### src/rtl/uart_pkg.sv
// Shared UART definitions: transmit FSM states, frame geometry and line levels.
package uart_pkg;

    localparam int UART_DATA_BITS = 8;

    // Serial line levels
    localparam logic UART_IDLE  = 1'b1;
    localparam logic UART_START = 1'b0;

    // Transmit engine states
    typedef enum logic [1:0] {
        IDLE  = 2'd0,
        START = 2'd1,
        DATA  = 2'd2,
        STOP  = 2'd3
    } uart_tx_state_e;

endpackage

### src/rtl/uart_tx_fifo.sv
// Single-clock FIFO feeding the UART transmit engine.
// Full/empty/level are registered and derived from the same next-level value,
// so they always agree. A push while full is refused even if a pop happens
// in the same cycle; a pop while empty is ignored.
module uart_tx_fifo
    import uart_pkg::*;
#(
    parameter int DEPTH = 16,
    parameter int WIDTH = UART_DATA_BITS
) (
    input  logic                     clk,
    input  logic                     rst_n,
    input  logic                     push,
    input  logic [WIDTH-1:0]         push_data,
    input  logic                     pop,
    output logic [WIDTH-1:0]         pop_data,
    output logic                     full,
    output logic                     empty,
    output logic [$clog2(DEPTH):0]   level
);

    localparam int AW = $clog2(DEPTH);
    localparam int LW = AW + 1;

    logic [WIDTH-1:0] mem_r [DEPTH];
    logic [AW-1:0]    wr_ptr_r;
    logic [AW-1:0]    rd_ptr_r;
    logic [LW-1:0]    level_r;
    logic [LW-1:0]    level_next_s;
    logic             full_r;
    logic             empty_r;
    logic             push_ok_s;
    logic             pop_ok_s;

    assign push_ok_s = push & ~full_r;
    assign pop_ok_s  = pop & ~empty_r;
    assign pop_data  = mem_r[rd_ptr_r];
    assign full      = full_r;
    assign empty     = empty_r;
    assign level     = level_r;

    // Next occupancy from the accepted push/pop pair
    always_comb begin
        level_next_s = level_r;
        case ({push_ok_s, pop_ok_s})
            2'b10:   level_next_s = level_r + LW'(1);
            2'b01:   level_next_s = level_r - LW'(1);
            default: level_next_s = level_r;
        endcase
    end

    // Storage array write port (data only, no reset needed)
    always_ff @(posedge clk) begin
        if (push_ok_s) begin
            mem_r[wr_ptr_r] <= push_data;
        end
    end

    // Pointers and registered occupancy flags
    always_ff @(posedge clk or negedge rst_n) begin
        if (!rst_n) begin
            wr_ptr_r <= AW'(0);
            rd_ptr_r <= AW'(0);
            level_r  <= LW'(0);
            full_r   <= 1'b0;
            empty_r  <= 1'b1;
        end else begin
            if (push_ok_s) begin
                wr_ptr_r <= wr_ptr_r + AW'(1);
            end
            if (pop_ok_s) begin
                rd_ptr_r <= rd_ptr_r + AW'(1);
            end
            level_r <= level_next_s;
            full_r  <= (level_next_s == LW'(DEPTH));
            empty_r <= (level_next_s == LW'(0));
        end
    end

endmodule

### src/rtl/uart_tx_buffered.sv
// Buffered UART transmitter: bytes written into a FIFO are sent as 8N1
// frames, LSB first. A new frame is popped on the last STOP cycle when data
// is waiting, so back-to-back frames have no idle gap. tx and busy are
// registered from the next-state decode, so they follow the FSM with no
// extra cycle of delay.
module uart_tx_buffered
    import uart_pkg::*;
#(
    parameter int DEPTH        = 16,
    parameter int CLKS_PER_BIT = 1
) (
    input  logic                     UART_CLK,
    input  logic                     reset,
    input  logic                     write_req,
    input  logic [7:0]               write_data,
    output logic                     full,
    output logic                     empty,
    output logic [$clog2(DEPTH):0]   level,
    output logic                     overflow,
    output logic                     busy,
    output logic                     tx
);

    localparam int CW = (CLKS_PER_BIT > 1) ? $clog2(CLKS_PER_BIT) : 1;
    localparam int IW = $clog2(UART_DATA_BITS);
    localparam logic [CW-1:0] CNT_LOAD = CW'(CLKS_PER_BIT - 1);
    localparam logic [IW-1:0] IDX_LAST = IW'(UART_DATA_BITS - 1);

    uart_tx_state_e              state_r;
    uart_tx_state_e              state_next_s;
    logic [CW-1:0]               cnt_r;
    logic [CW-1:0]               cnt_next_s;
    logic [IW-1:0]               idx_r;
    logic [IW-1:0]               idx_next_s;
    logic [UART_DATA_BITS-1:0]   shift_r;
    logic [UART_DATA_BITS-1:0]   shift_next_s;
    logic                        tx_r;
    logic                        tx_next_s;
    logic                        busy_r;
    logic                        overflow_r;
    logic                        pop_s;
    logic                        fifo_full_s;
    logic                        fifo_empty_s;
    logic [UART_DATA_BITS-1:0]   fifo_head_s;

    uart_tx_fifo #(
        .DEPTH (DEPTH),
        .WIDTH (UART_DATA_BITS)
    ) u_fifo (
        .clk       (UART_CLK),
        .rst_n     (reset),
        .push      (write_req),
        .push_data (write_data),
        .pop       (pop_s),
        .pop_data  (fifo_head_s),
        .full      (fifo_full_s),
        .empty     (fifo_empty_s),
        .level     (level)
    );

    assign full     = fifo_full_s;
    assign empty    = fifo_empty_s;
    assign tx       = tx_r;
    assign busy     = busy_r;
    assign overflow = overflow_r;

    // Frame sequencing: next state, bit timing, shift register and pops
    always_comb begin
        state_next_s = state_r;
        cnt_next_s   = cnt_r;
        idx_next_s   = idx_r;
        shift_next_s = shift_r;
        pop_s        = 1'b0;
        case (state_r)
            IDLE: begin
                if (!fifo_empty_s) begin
                    pop_s        = 1'b1;
                    shift_next_s = fifo_head_s;
                    cnt_next_s   = CNT_LOAD;
                    state_next_s = START;
                end else begin
                    state_next_s = IDLE;
                end
            end
            START: begin
                if (cnt_r == CW'(0)) begin
                    cnt_next_s   = CNT_LOAD;
                    idx_next_s   = IW'(0);
                    state_next_s = DATA;
                end else begin
                    cnt_next_s = cnt_r - CW'(1);
                end
            end
            DATA: begin
                if (cnt_r == CW'(0)) begin
                    cnt_next_s   = CNT_LOAD;
                    shift_next_s = shift_r >> 1;
                    if (idx_r == IDX_LAST) begin
                        state_next_s = STOP;
                    end else begin
                        idx_next_s = idx_r + IW'(1);
                    end
                end else begin
                    cnt_next_s = cnt_r - CW'(1);
                end
            end
            STOP: begin
                if (cnt_r == CW'(0)) begin
                    if (!fifo_empty_s) begin
                        pop_s        = 1'b1;
                        shift_next_s = fifo_head_s;
                        cnt_next_s   = CNT_LOAD;
                        state_next_s = START;
                    end else begin
                        state_next_s = IDLE;
                    end
                end else begin
                    cnt_next_s = cnt_r - CW'(1);
                end
            end
            default: begin
                state_next_s = IDLE;
            end
        endcase
    end

    // Line level for the cycle following this edge
    always_comb begin
        tx_next_s = UART_IDLE;
        case (state_next_s)
            START:   tx_next_s = UART_START;
            DATA:    tx_next_s = shift_next_s[0];
            default: tx_next_s = UART_IDLE;
        endcase
    end

    // FSM, counters and registered line/status outputs
    always_ff @(posedge UART_CLK or negedge reset) begin
        if (!reset) begin
            state_r    <= IDLE;
            cnt_r      <= CW'(0);
            idx_r      <= IW'(0);
            shift_r    <= UART_DATA_BITS'(0);
            tx_r       <= UART_IDLE;
            busy_r     <= 1'b0;
            overflow_r <= 1'b0;
        end else begin
            state_r    <= state_next_s;
            cnt_r      <= cnt_next_s;
            idx_r      <= idx_next_s;
            shift_r    <= shift_next_s;
            tx_r       <= tx_next_s;
            busy_r     <= (state_next_s != IDLE);
            overflow_r <= write_req & fifo_full_s;
        end
    end

endmodule

### config.mk
export PLATFORM = sky130hd
export DESIGN_NAME = uart_tx_buffered
export DESIGN_NICKNAME = d
export VERILOG_FILES = /design/src/rtl/uart_pkg.sv /design/src/rtl/uart_tx_fifo.sv /design/src/rtl/uart_tx_buffered.sv
export SDC_FILE = /design/constraint.sdc
export NUM_CORES = 1
export LEC_CHECK = 0
export CORE_MARGIN = 2
export CORE_UTILIZATION = 40
export DETAILED_ROUTE_END_ITERATION = 6
export PLACE_DENSITY = 0.56
export SLEW_MARGIN = 15
export SYNTH_ARGS = -nofsm -noshare
export SYNTH_HDL_FRONTEND = slang
export SYNTH_SLANG_ARGS = --single-unit
### constraint.sdc
create_clock -name UART_CLK -period 2.6 [get_ports UART_CLK]
set_input_delay 0.78 -clock UART_CLK [delete_from_list [all_inputs] [get_ports UART_CLK]]
set_output_delay 0.78 -clock UART_CLK [all_outputs]
set_load 0.1 [all_outputs]
==> changes_impl.md <==
### Implementation results

- CP top delay family: adder cells
- Worst Path Required: 2.90 ns
- Distinct lib cells used: 41
- Share of power burned in registers: 37.7%
- Post-synth net total: 425
- CP Capture Type: flop
- Post-synth top area cell: edfxtp_1
- Most used cell, CP: ha_4
- Outcome: completed
- Total Wirelength: 12200 um
- Layout clock buffer count: 18
- First-pass GRT wire length: 19800 um
- Synth warn: 0
- Sw frac: 35.3%
- Logic pwr share: 39.1%
- Internal Power: 6.11 mW
- Largest stage delay, worst path: 0.42 ns
- Post-DRT Antenna Nets: 0
- CTS tree: done
- Placement Cell Area: 7560 sq um
- Drt pass-1 iters: 4
- IO Count: 21
- Cells after Synth: 395
- Compound Share, Synth: 4.67%
- Logic inverters: 10
- Relative slew slack: 62.4%
- FP Util: 40.7%
- Number of synthesized flops with an enable pin: 128
- Async set-reset flop share out of synthesis: 19.5%
- Commonest flop: edfxtp_1
==> final timing paths <==
| kind | cells after the start | slack (ns) | to | start |
|---|---|---|---|---|
| hold / removal | 2 | 0.53 | idx_r[1] | idx_r[1] |
| min in group asynchronous | 2 | 0.75 | u_fifo.level[4] | reset |
| max in group asynchronous | 2 | 1.52 | tx | reset |
| setup / recovery | 11 | 0.15 | u_fifo.full | state_r[1] |
| hold reg to reg | 2 | 0.53 | idx_r[1] | idx_r[1] |
| setup reg to reg | 11 | 0.15 | u_fifo.full | state_r[1] |
==> flip-flops by register name, indices dropped and copies added (netlist names), 2 cells and up <==
signal / flops
shift_r: 8
u_fifo.level: 5
u_fifo.mem_r: 128
idx_r: 3
u_fifo.rd_ptr_r: 4
state_r: 2
u_fifo.wr_ptr_r: 4
==> per-stage QoR <==
| step | hold slack [ns] | cells |
|---|---|---|
| 2_1_floorplan | 0.475 | 395 |
| 3_3_place_gp | 0.490 | 651 |
| 3_5_place_dp | 0.499 | 651 |
| 4_1_cts | 0.526 | 683 |
| 5_1_grt | 0.558 | 684 |
| 6_report | 0.527 | 684 |
==> cells in the final DEF (no fill, tap or decap), types with 15 or more instances in the layout <==
master     Yosys  final
a21oi_1       16     15
buf_12         1     18
mux4_2        27     27
nand2_1       17     17
ha_1          18     16
edfxtp_1     128    128
and2_1        18     18
buf_4          1     26
dfrtp_1       29     26
mux2i_1       25     25
nor2_1        16     15
clkbuf_16      0     17
==> power by group through the flow <==
stage               Clock, mW  Sequential (mW)  Combinational (mW)
floorplan                   0             3.83                2.35
global placement            0             3.60                3.59
detailed placement          0             3.62                3.66
CTS                      2.24             3.58                3.69
global route             2.35             3.63                4.02
finish                   2.19             3.56                3.69
==> images/zoom.png <==
Window x 47 to 87, y 47 to 87 um. Cells in grey, sequential cells in the stronger grey; small squares are vias.
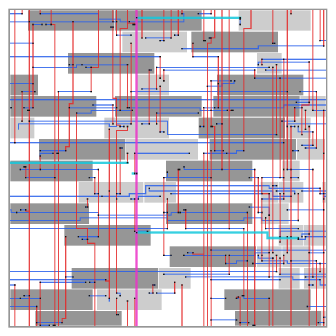
met2: in red. met1: in blue. met4: in magenta. met3: in cyan.
Most frequent: edfxtp_1 (22), mux4_2 (4), mux2i_1 (4). Netlist names of flops here include u_fifo.mem_r (22). 44 logic cells have their middle in the window. Sequential cells in the window: 22.

==> images/final_clocks.png <==
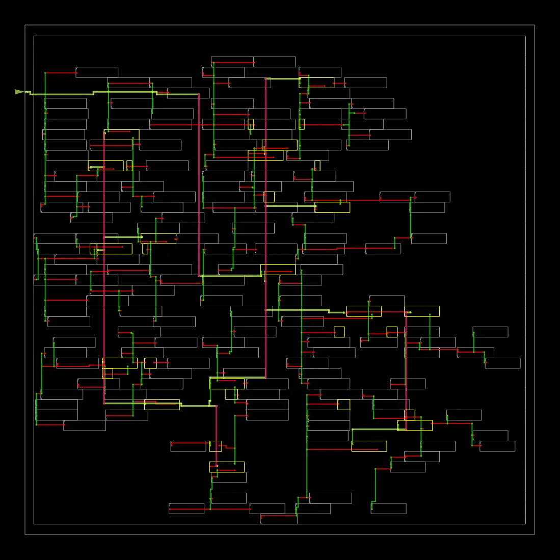
clk_lat worst skew: 0.43 ns
TritonCTS buffer count: 17
Clock Sinks: 159

Power and IR drop assume default switching activity.
